`src/rtl/cascaded_modulo_counter_if.sv`:
```
// Control and observation bundle for the cascaded modulo counter.
// The master side drives the tick, direction and load inputs; the slave side is the counter itself.
interface cascaded_modulo_counter_if #(
  parameter int unsigned STAGES = 3,
  parameter int unsigned W      = 8
);
  logic                  en;
  logic                  up_dn;
  logic                  load;
  logic [STAGES*W-1:0]   load_val;
  logic [STAGES*W-1:0]   count;
  logic [STAGES-1:0]     carry;
  logic                  wrap;
  logic                  load_err;

  modport master (
    output en, up_dn, load, load_val,
    input  count, carry, wrap, load_err
  );

  modport slave (
    input  en, up_dn, load, load_val,
    output count, carry, wrap, load_err
  );
endinterface

```
`src/rtl/cascaded_modulo_counter.sv`:
```
// Chain of per-stage modulo counters with a same-cycle carry/borrow ripple, up/down counting,
// range-checked parallel load and a whole-chain wrap flag (default sec/min/hour = 60/60/24).
module cascaded_modulo_counter #(
  parameter int unsigned         STAGES = 3,
  parameter int unsigned         W      = 8,
  parameter logic [STAGES*W-1:0] MODS   = {8'd24, 8'd60, 8'd60}
) (
  input logic                    clk,
  input logic                    rst,
  cascaded_modulo_counter_if.slave bus
);

  localparam int unsigned NB = STAGES * W;

  // Reject degenerate configurations at elaboration.
  if (STAGES < 1) begin : g_stages_chk
    $error("cascaded_modulo_counter: STAGES must be >= 1");
  end
  for (genvar g = 0; g < STAGES; g++) begin : g_mod_chk
    if (MODS[g*W +: W] < W'(2)) begin : g_bad
      $error("cascaded_modulo_counter: stage modulus must be >= 2");
    end
  end

  logic [STAGES-1:0][W-1:0] mods_a;
  logic [STAGES-1:0][W-1:0] load_a;
  logic [STAGES-1:0][W-1:0] cnt;
  logic [STAGES-1:0][W-1:0] cnt_nxt;
  logic [STAGES-1:0]        adv;
  logic [STAGES-1:0]        term;
  logic [STAGES-1:0]        carry_c;
  logic                     step;
  logic                     bad_any;
  logic                     load_err_q;

  assign mods_a = MODS;
  assign load_a = bus.load_val;

  // Ripple: each stage advances when all lower stages sit at their terminal value.
  always_comb begin
    adv     = '0;
    term    = '0;
    carry_c = '0;
    cnt_nxt = cnt;
    bad_any = 1'b0;
    step    = bus.en & ~bus.load;
    for (int i = 0; i < STAGES; i++) begin
      term[i]    = bus.up_dn ? (cnt[i] == W'(mods_a[i] - W'(1))) : (cnt[i] == '0);
      adv[i]     = step;
      carry_c[i] = adv[i] & term[i] & rst;
      step       = step & term[i];
      if (bus.load) begin
        if (load_a[i] < mods_a[i]) begin
          cnt_nxt[i] = load_a[i];
        end else begin
          cnt_nxt[i] = '0;
          bad_any    = 1'b1;
        end
      end else if (adv[i]) begin
        if (bus.up_dn) begin
          cnt_nxt[i] = term[i] ? '0 : W'(cnt[i] + W'(1));
        end else begin
          cnt_nxt[i] = term[i] ? W'(mods_a[i] - W'(1)) : W'(cnt[i] - W'(1));
        end
      end
    end
  end

  always_ff @(posedge clk or negedge rst) begin
    if (!rst) begin
      cnt        <= '0;
      load_err_q <= 1'b0;
    end else begin
      cnt        <= cnt_nxt;
      load_err_q <= bus.load & bad_any;
    end
  end

  assign bus.count    = NB'(cnt);
  assign bus.carry    = carry_c;
  assign bus.wrap     = carry_c[STAGES-1];
  assign bus.load_err = load_err_q;

endmodule

```
`src/flat_wrapper.sv`:
```
// flat-port wrapper written by rule: the top's interface ports become plain ports
module cascaded_modulo_counter_flat 
#(
  parameter int unsigned         STAGES = 3,
  parameter int unsigned         W      = 8,
  parameter logic [STAGES*W-1:0] MODS   = {8'd24, 8'd60, 8'd60}
)
  (clk, rst, bus_en, bus_up_dn, bus_load, bus_load_val, bus_count, bus_carry, bus_wrap, bus_load_err);
  cascaded_modulo_counter_if #(.STAGES(STAGES), .W(W)) bus_i ();
  input logic clk;
  input logic rst;
  input wire logic [$bits(bus_i.en)-1:0] bus_en;
  input wire logic [$bits(bus_i.up_dn)-1:0] bus_up_dn;
  input wire logic [$bits(bus_i.load)-1:0] bus_load;
  input wire logic [$bits(bus_i.load_val)-1:0] bus_load_val;
  output wire logic [$bits(bus_i.count)-1:0] bus_count;
  output wire logic [$bits(bus_i.carry)-1:0] bus_carry;
  output wire logic [$bits(bus_i.wrap)-1:0] bus_wrap;
  output wire logic [$bits(bus_i.load_err)-1:0] bus_load_err;
  assign bus_i.en = bus_en;
  assign bus_i.up_dn = bus_up_dn;
  assign bus_i.load = bus_load;
  assign bus_i.load_val = bus_load_val;
  assign bus_count = bus_i.count;
  assign bus_carry = bus_i.carry;
  assign bus_wrap = bus_i.wrap;
  assign bus_load_err = bus_i.load_err;
  cascaded_modulo_counter #(.STAGES(STAGES), .W(W), .MODS(MODS)) u_core (.clk(clk), .rst(rst), .bus(bus_i));
endmodule
```
`config.mk`:
```
export PLATFORM = sky130hd
export DESIGN_NAME = cascaded_modulo_counter_flat
export DESIGN_NICKNAME = d
export VERILOG_FILES = /design/src/rtl/cascaded_modulo_counter_if.sv /design/src/rtl/cascaded_modulo_counter.sv /design/src/flat_wrapper.sv
export SDC_FILE = /design/constraint.sdc
export NUM_CORES = 1
export LEC_CHECK = 0
export ABC_CLOCK_PERIOD_IN_PS = 2200
export CAP_MARGIN = 5
export CORE_MARGIN = 5
export CORE_UTILIZATION = 46
export CTS_BUF_LIST = sky130_fd_sc_hd__clkbuf_8
export CTS_CLUSTER_SIZE = 25
export DETAILED_ROUTE_END_ITERATION = 6
export GPL_ROUTABILITY_DRIVEN = 1
export PLACE_DENSITY_LB_ADDON = 0.08
export SETUP_SLACK_MARGIN = 0.02
export SLEW_MARGIN = 30
export SYNTH_ARGS = -nofsm -noshare
export SYNTH_HDL_FRONTEND = slang
export SYNTH_SLANG_ARGS = --single-unit
```
`constraint.sdc`:
```
create_clock -name clk -period 2.2 [get_ports clk]
set_input_delay 0.44 -clock clk [delete_from_list [all_inputs] [get_ports clk]]
set_output_delay 0.44 -clock clk [all_outputs]
set_load 0.02 [all_outputs]
```
Run 1, placement by cell class:
Fill, decap, tap and diode cells in grey.
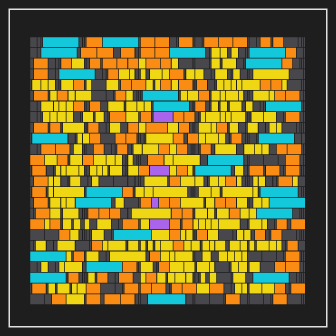
legend:
  cyan:
    class: registers
    cells: 25
    share_of_their_area: 18%
  orange:
    class: remaining buffers and delay cells
    cells: 143
    share_of_their_area: 35%
  yellow:
    class: remaining logic cells
    cells: 236
    share_of_their_area: 46%
  purple:
    class: clock drivers and dummy loads
    cells: 4
    share_of_their_area: 1.3%

Run 1, placed standard cells:
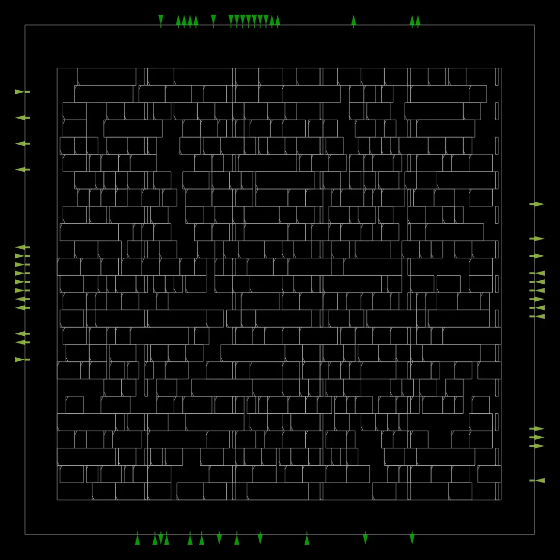
cell row count: 25
Tapcells: 67
final core area utilization: 76.5%
Seq area share: 17.3%

Run 1, nets reached from selected ports:
Bar = 20 um.
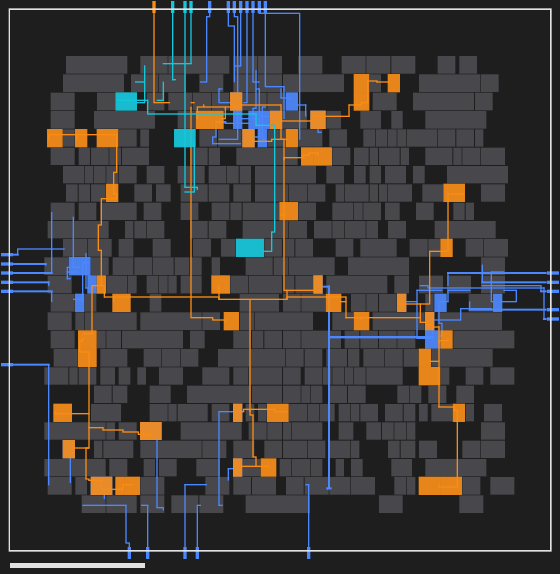
legend:
  orange:
    port: bus_load
    bits: 1
    direction: input
    end_cells: 46
    buffers: 2
    wire: 399 um
  blue:
    port: bus_load_val
    bits: 24
    direction: input
    end_cells: 22
    buffers: 24
    wire: 530 um
  cyan:
    port: bus_carry
    bits: 3
    direction: output
    end_cells: 3
    buffers: 4
    wire: 119 um

==> run 1: state kept, by name (all words and copies together), names as in the netlist <==
register             flops
u_core.bus.load_err      1
u_core.bus.count        24
==> run 1: stage by stage <==
stage	setup WS (ps)	area (um2)	hold slack, ps	std cells
floorplan	-147	2300	144	282
global placement	-730	3370	574	454
detailed placement	-769	3370	578	454
CTS	-102	3510	599	468
global route	-187	3640	651	475
finish	-135	3640	618	475
==> run 1: worst max-delay path: cells and delay by family (launching register included) <==
kind | cells | cell delay [ps]
buffers and inverters | 1 | 110
DFF | 1 | 460
AOI/OAI and AO/OA | 1 | 170
and+or+nand+nor | 4 | 880
==> impl_metrics.py, run 1 <==
# Auto-generated metrics
metrics = {
    "placed_design": {
        "gpl.final_weighted_congestion": 0.922,
    },
    "logic_synthesis": {
        "ys_seq_share_pct": 27.6,
    },
    "floorplanning": {
        "die.size.y_um": 80.2,
    },
    "clock_tree": {
        "cts-root-buf": "clkbuf_8",
        "cts.repair_timing.setup_buffer_count": 10,
        "cts-htree-levels": 1,
        "cts_made_buffers": 3,
        "cts_hold_buffers": 0,
    },
    "worst_setup_path": {
        "timing_worst_setup_path_type": "register to primary output",
        "timing.critical_path.cells": "nor4_4 -> nand4b_4 -> a21oi_4 -> and3_4 -> and2_4 -> buf_6",
    },
    "final_layout": {
        "comb_cells": 230,
        "area_dominant_class": "combinational gates",
        "layout.area.seq_um2": 629,
        "fillCellCount": 362,
        "nonClockInverterCount": 6,
        "most_common_cell_after_layout_fill_and_taps_aside": "buf_4",
        "final_layout_size_suffix_gt1_share_pct": 31.1,
    },
    "routing": {
        "dr_wl_met2_um": 3860,
    },
    "global_routing": {
        "grt_most_used_layer": "met2",
        "grt_antenna_before_repair": 0,
    },
    "sta": {
        "report.final.setup_viol": 5,
        "finalWorstSetupSlack_ps": -135,
        "worst_slew_pin_slew_ps": 455,
    },
    "pwr": {
        "total_power_w": 0.00158,
        "p_clk_share_pct": 19.4,
    },
    "run_status": {
        "status": "finished, violations left",
        "violations": "negative setup slack",
    },
    "flow_run": {
        "maxcap_violations": 0,
    },
}
## Run 2: what changed since run 1
--- a/config.mk
+++ b/config.mk
@@ -7,8 +7,10 @@
 export LEC_CHECK = 0
 export ABC_CLOCK_PERIOD_IN_PS = 2200
 export CAP_MARGIN = 5
+export CELL_PAD_IN_SITES_DETAIL_PLACEMENT = 1
+export CELL_PAD_IN_SITES_GLOBAL_PLACEMENT = 2
 export CORE_MARGIN = 5
-export CORE_UTILIZATION = 46
+export CORE_UTILIZATION = 26
 export CTS_BUF_LIST = sky130_fd_sc_hd__clkbuf_8
 export CTS_CLUSTER_SIZE = 25
 export DETAILED_ROUTE_END_ITERATION = 6
Run 2, nets reached from selected ports:
Bar = 20 um.
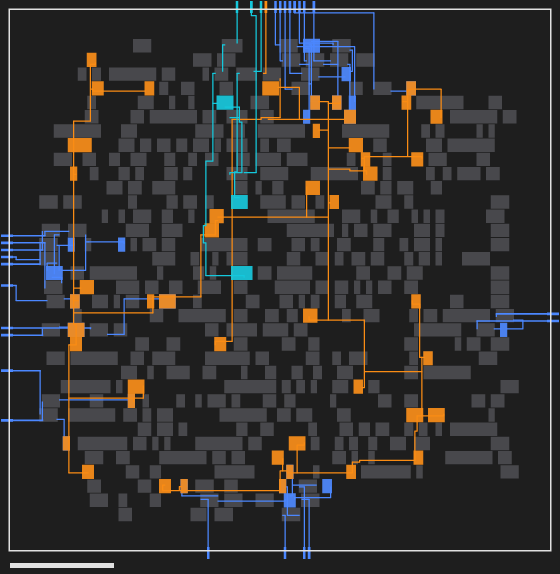
count of input and output buffers: 57
num ports: 58

Run 2, placement by cell class:
Fill, decap, tap and diode cells in grey.
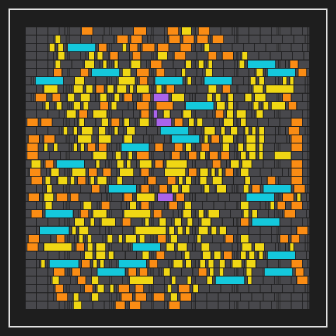
legend:
  cyan:
    class: registers
    cells: 25
    share_of_their_area: 18%
  orange:
    class: remaining buffers and delay cells
    cells: 140
    share_of_their_area: 35%
  yellow:
    class: remaining logic cells
    cells: 236
    share_of_their_area: 46%
  purple:
    class: clock drivers and dummy loads
    cells: 4
    share_of_their_area: 1.3%

Run 2, cell sizes after repair:
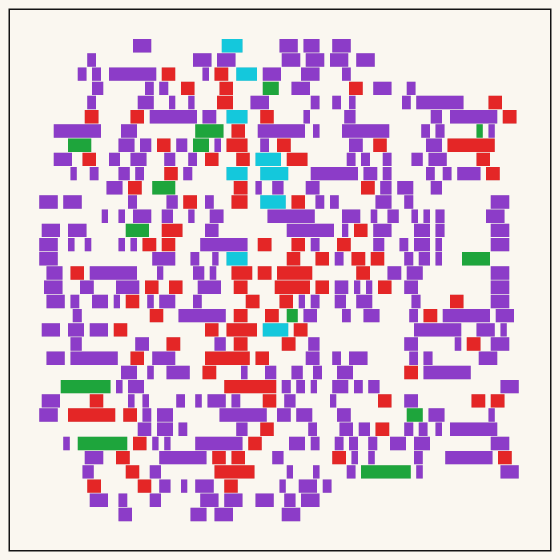
legend:
  cyan:
    size: x6 and larger
    cells: 9
    share: 2.2%
    most_used: buf_6
  red:
    size: x3 and x4
    cells: 95
    share: 23%
    most_used: buf_4
  green:
    size: x2
    cells: 13
    share: 3.2%
    most_used: dfrtp_2
  purple:
    size: x1 and smaller
    cells: 288
    share: 71%
    most_used: clkdlybuf4s50_1

==> run 2 against run 1 <==
The run still ends with negative setup slack left. Final area fell by 0.14%. Register-to-register slack improved by 30 ps. Wire length rose by 15%. Maximum frequency rose by 0.65%. Die size rose by 66%. Clock skew fell by 2.3 ps. Largest cell class unchanged.
==> impl_metrics.py, run 2 <==
# Auto-generated metrics
metrics = {
    "worst_setup_path": {
        "timing_worst_setup_path_type": "register to primary output",
        "critical_path.top_delay_family": "simple AND/OR/NAND/NOR gates",
        "buffers_and_inverters_on_the_worst_path": 1,
        "crit_cells": 7,
        "timing.critical_path.cells": "ha_4 -> nand4_1 -> nand4bb_4 -> a21oi_4 -> and3_4 -> and2_4 -> buf_6",
    },
    "final_layout": {
        "finalCoreUtilization_pct": 42.3,
        "largest_register_ff_count": 24,
        "most_common_cell_after_layout_fill_and_taps_aside": "buf_4",
        "antennaDiodeCount": 0,
        "nNetsFinal": 444,
        "final_layout_size_suffix_gt1_share_pct": 28.9,
    },
    "floorplanning": {
        "die.size.y_um": 103,
        "placeableCoreArea_um2": 8590,
        "chipArea_um2": 10700,
    },
    "logic_synthesis": {
        "synth.cellmix.compoundShare_pct": 24.9,
        "synth_largest_type_area_fraction_pct": 27.6,
        "ys_top_logic_family": "simple AND/OR/NAND/NOR gates",
        "ys_seq_share_pct": 27.6,
    },
    "routing": {
        "via_density_per_instance": 5.20,
        "dr_wl_met2_um": 4390,
    },
    "global_routing": {
        "grt_antenna_before_repair": 0,
        "grt_most_used_layer": "met2",
    },
    "clock_tree": {
        "cts_made_buffers": 3,
        "clk_pin_slew_worst_paths_ps": 100,
        "cts-htree-levels": 1,
        "cts_hold_buffers": 0,
        "cts.repair_timing.setup_buffer_count": 9,
        "cts-root-buf": "clkbuf_8",
    },
    "run_status": {
        "violations": "negative setup slack",
        "status": "finished, violations left",
    },
    "pwr": {
        "total_power_w": 0.00156,
        "p_clk_share_pct": 18.9,
    },
    "placed_design": {
        "gpl.final_weighted_congestion": 0.823,
    },
    "sta": {
        "worst_slew_pin_slew_ps": 517,
        "report.final.setup_viol": 4,
        "finalWorstSetupSlack_ps": -120,
    },
}
-- run 2: tightest hold or removal path: stages (launching register included) --
cell     delay, ps
dfrtp_1        410
or4_4          150
a21oi_2         40
-- run 2: metrics by stage --
stage / cells / hold slack, ps / instance area (um2) / TNS [ps] / worst slack, ps
after floorplan: 282 / 144 / 2300 / -174 / -147
after global placement: 497 / 593 / 3440 / -8020 / -758
after detailed placement: 497 / 618 / 3440 / -9030 / -820
after CTS: 510 / 643 / 3590 / -370 / -109
after global routing: 513 / 663 / 3630 / -836 / -204
final: 513 / 636 / 3630 / -398 / -120
-- run 2: layout make-up --
cell class	count	area, um2
clock buffer	3	41.3
clock inverter	1	3.75
fill	1048	4960
inverter	6	22.5
multi-input combinational	230	1590
sequential	25	629
tap	108	135
timing repair buffer	140	1210
Run 2, placed standard cells:
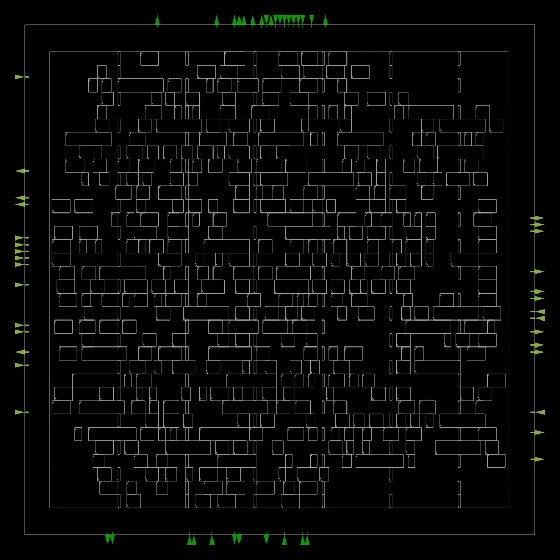

## Run 3: what changed since run 2
--- a/config.mk
+++ b/config.mk
@@ -16,6 +16,7 @@
 export DETAILED_ROUTE_END_ITERATION = 6
 export GPL_ROUTABILITY_DRIVEN = 1
 export PLACE_DENSITY_LB_ADDON = 0.08
+export RECOVER_POWER = 25
 export SETUP_SLACK_MARGIN = 0.02
 export SLEW_MARGIN = 30
 export SYNTH_ARGS = -nofsm -noshare
Run 3, placed standard cells:
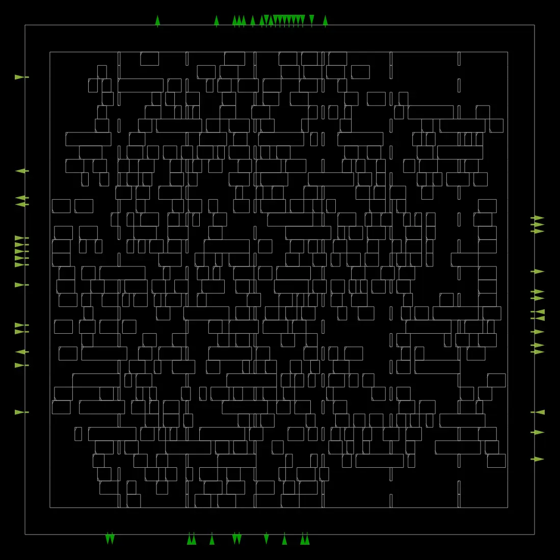
Seq area share: 17.3%
Cell Count, Final, Fillers Out: 513
core region area: 8590 um2
sequential cell count: 25

Run 3, wiring by layer:
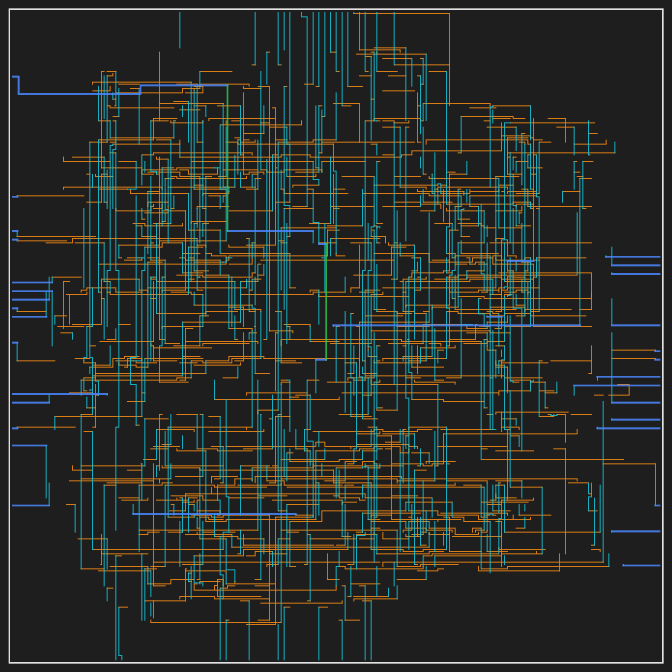
legend:
  cyan:
    layer: M2
    wire_length: 4,390 um
  blue:
    layer: M3
    wire_length: 280 um
  orange:
    layer: M1
    wire_length: 4,210 um
  green:
    layer: M4
    wire_length: 41.5 um

==> run 3 against run 2 <==
The run still ends with negative setup slack left. Clock power hardly changed. Sequential cell count unchanged. Setup slack better by 2.2 ps. Via count down 0.11%. Critical path depth unchanged. Register-to-register slack hardly changed. Die size unchanged. Critical endpoint unchanged.
==> impl_metrics.py, run 3 <==
# Auto-generated metrics
metrics = {
    "placed_design": {
        "place.port_buffers": 57,
        "gpl.final_weighted_congestion": 0.823,
        "dpl_worst_slack_ps": -820,
    },
    "sta": {
        "finalWorstSetupSlack_ps": -118,
        "fin_setup_tns_ps": -395,
        "report.final.setup_viol": 5,
    },
    "routing": {
        "dr_wl_met2_um": 4390,
        "via_density_per_instance": 5.20,
    },
    "worst_setup_path": {
        "critical_path.top_delay_family": "simple AND/OR/NAND/NOR gates",
        "timing_worst_setup_path_type": "register to primary output",
        "buffers_and_inverters_on_the_worst_path": 1,
    },
    "final_layout": {
        "most_common_cell_after_layout_fill_and_taps_aside": "buf_4",
        "area_share_clock_buf_inv_pct": 1.24,
        "comb_area_share_pct": 43.9,
        "finalCoreUtilization_pct": 42.2,
        "final_layout_size_suffix_gt1_share_pct": 28.6,
        "finalInstanceArea_um2": 3630,
        "area_dominant_class": "combinational gates",
        "nNetsFinal": 444,
        "largest_register_ff_count": 24,
        "fillCellCount": 1048,
    },
    "run_status": {
        "violations": "negative setup slack",
        "status": "finished, violations left",
    },
    "logic_synthesis": {
        "synth_largest_type_area_fraction_pct": 27.6,
        "synth.cellmix.compoundShare_pct": 24.9,
    },
    "floorplanning": {
        "die.size.y_um": 103,
        "fp-row-count": 34,
        "chipArea_um2": 10700,
        "num_ports": 58,
    },
    "clock_tree": {
        "clk_pin_slew_worst_paths_ps": 100,
        "cts_made_buffers": 3,
        "cts-root-buf": "clkbuf_8",
        "cts-htree-levels": 1,
    },
}
Run 3, cell sizes after repair:
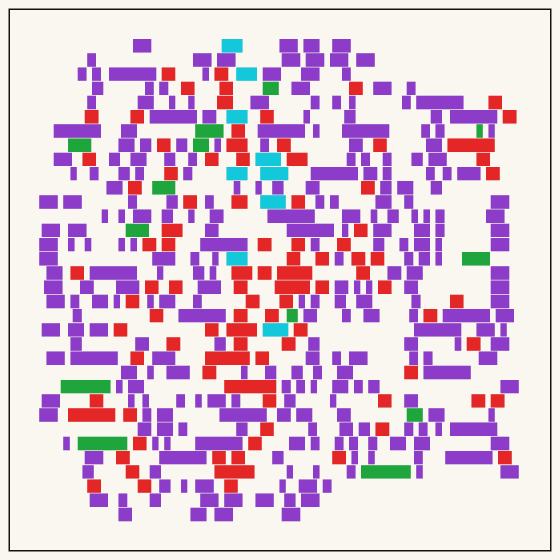
legend:
  green:
    size: x2
    cells: 13
    share: 3.2%
    most_used: dfrtp_2
  cyan:
    size: x6 and larger
    cells: 9
    share: 2.2%
    most_used: buf_6
  purple:
    size: x1 and smaller
    cells: 289
    share: 71%
    most_used: clkdlybuf4s50_1
  red:
    size: x3 and x4
    cells: 94
    share: 23%
    most_used: buf_4

-- run 3: cell counts after synthesis --
Identical to the previous run, type by type.
-- run 3: path summary, 6_finish.rpt --
| check | start | endpoint | slack (ps) | depth (start not counted) |
|---|---|---|---|---|
| max in group asynchronous | rst | u_core.bus.count[23] | 1180 | 3 |
| min in group asynchronous | rst | u_core.bus.count[15] | 690 | 2 |
| worst max-delay path | u_core.bus.count[1] | bus_carry[2] | -120 | 7 |
| worst max register to register | u_core.bus.count[1] | u_core.bus.count[23] | 20 | 10 |
| worst min-delay path | u_core.bus.count[23] | u_core.bus.count[23] | 630 | 2 |
| worst min register to register | u_core.bus.count[23] | u_core.bus.count[23] | 630 | 2 |
Power is estimated from default activity; no workload was simulated.
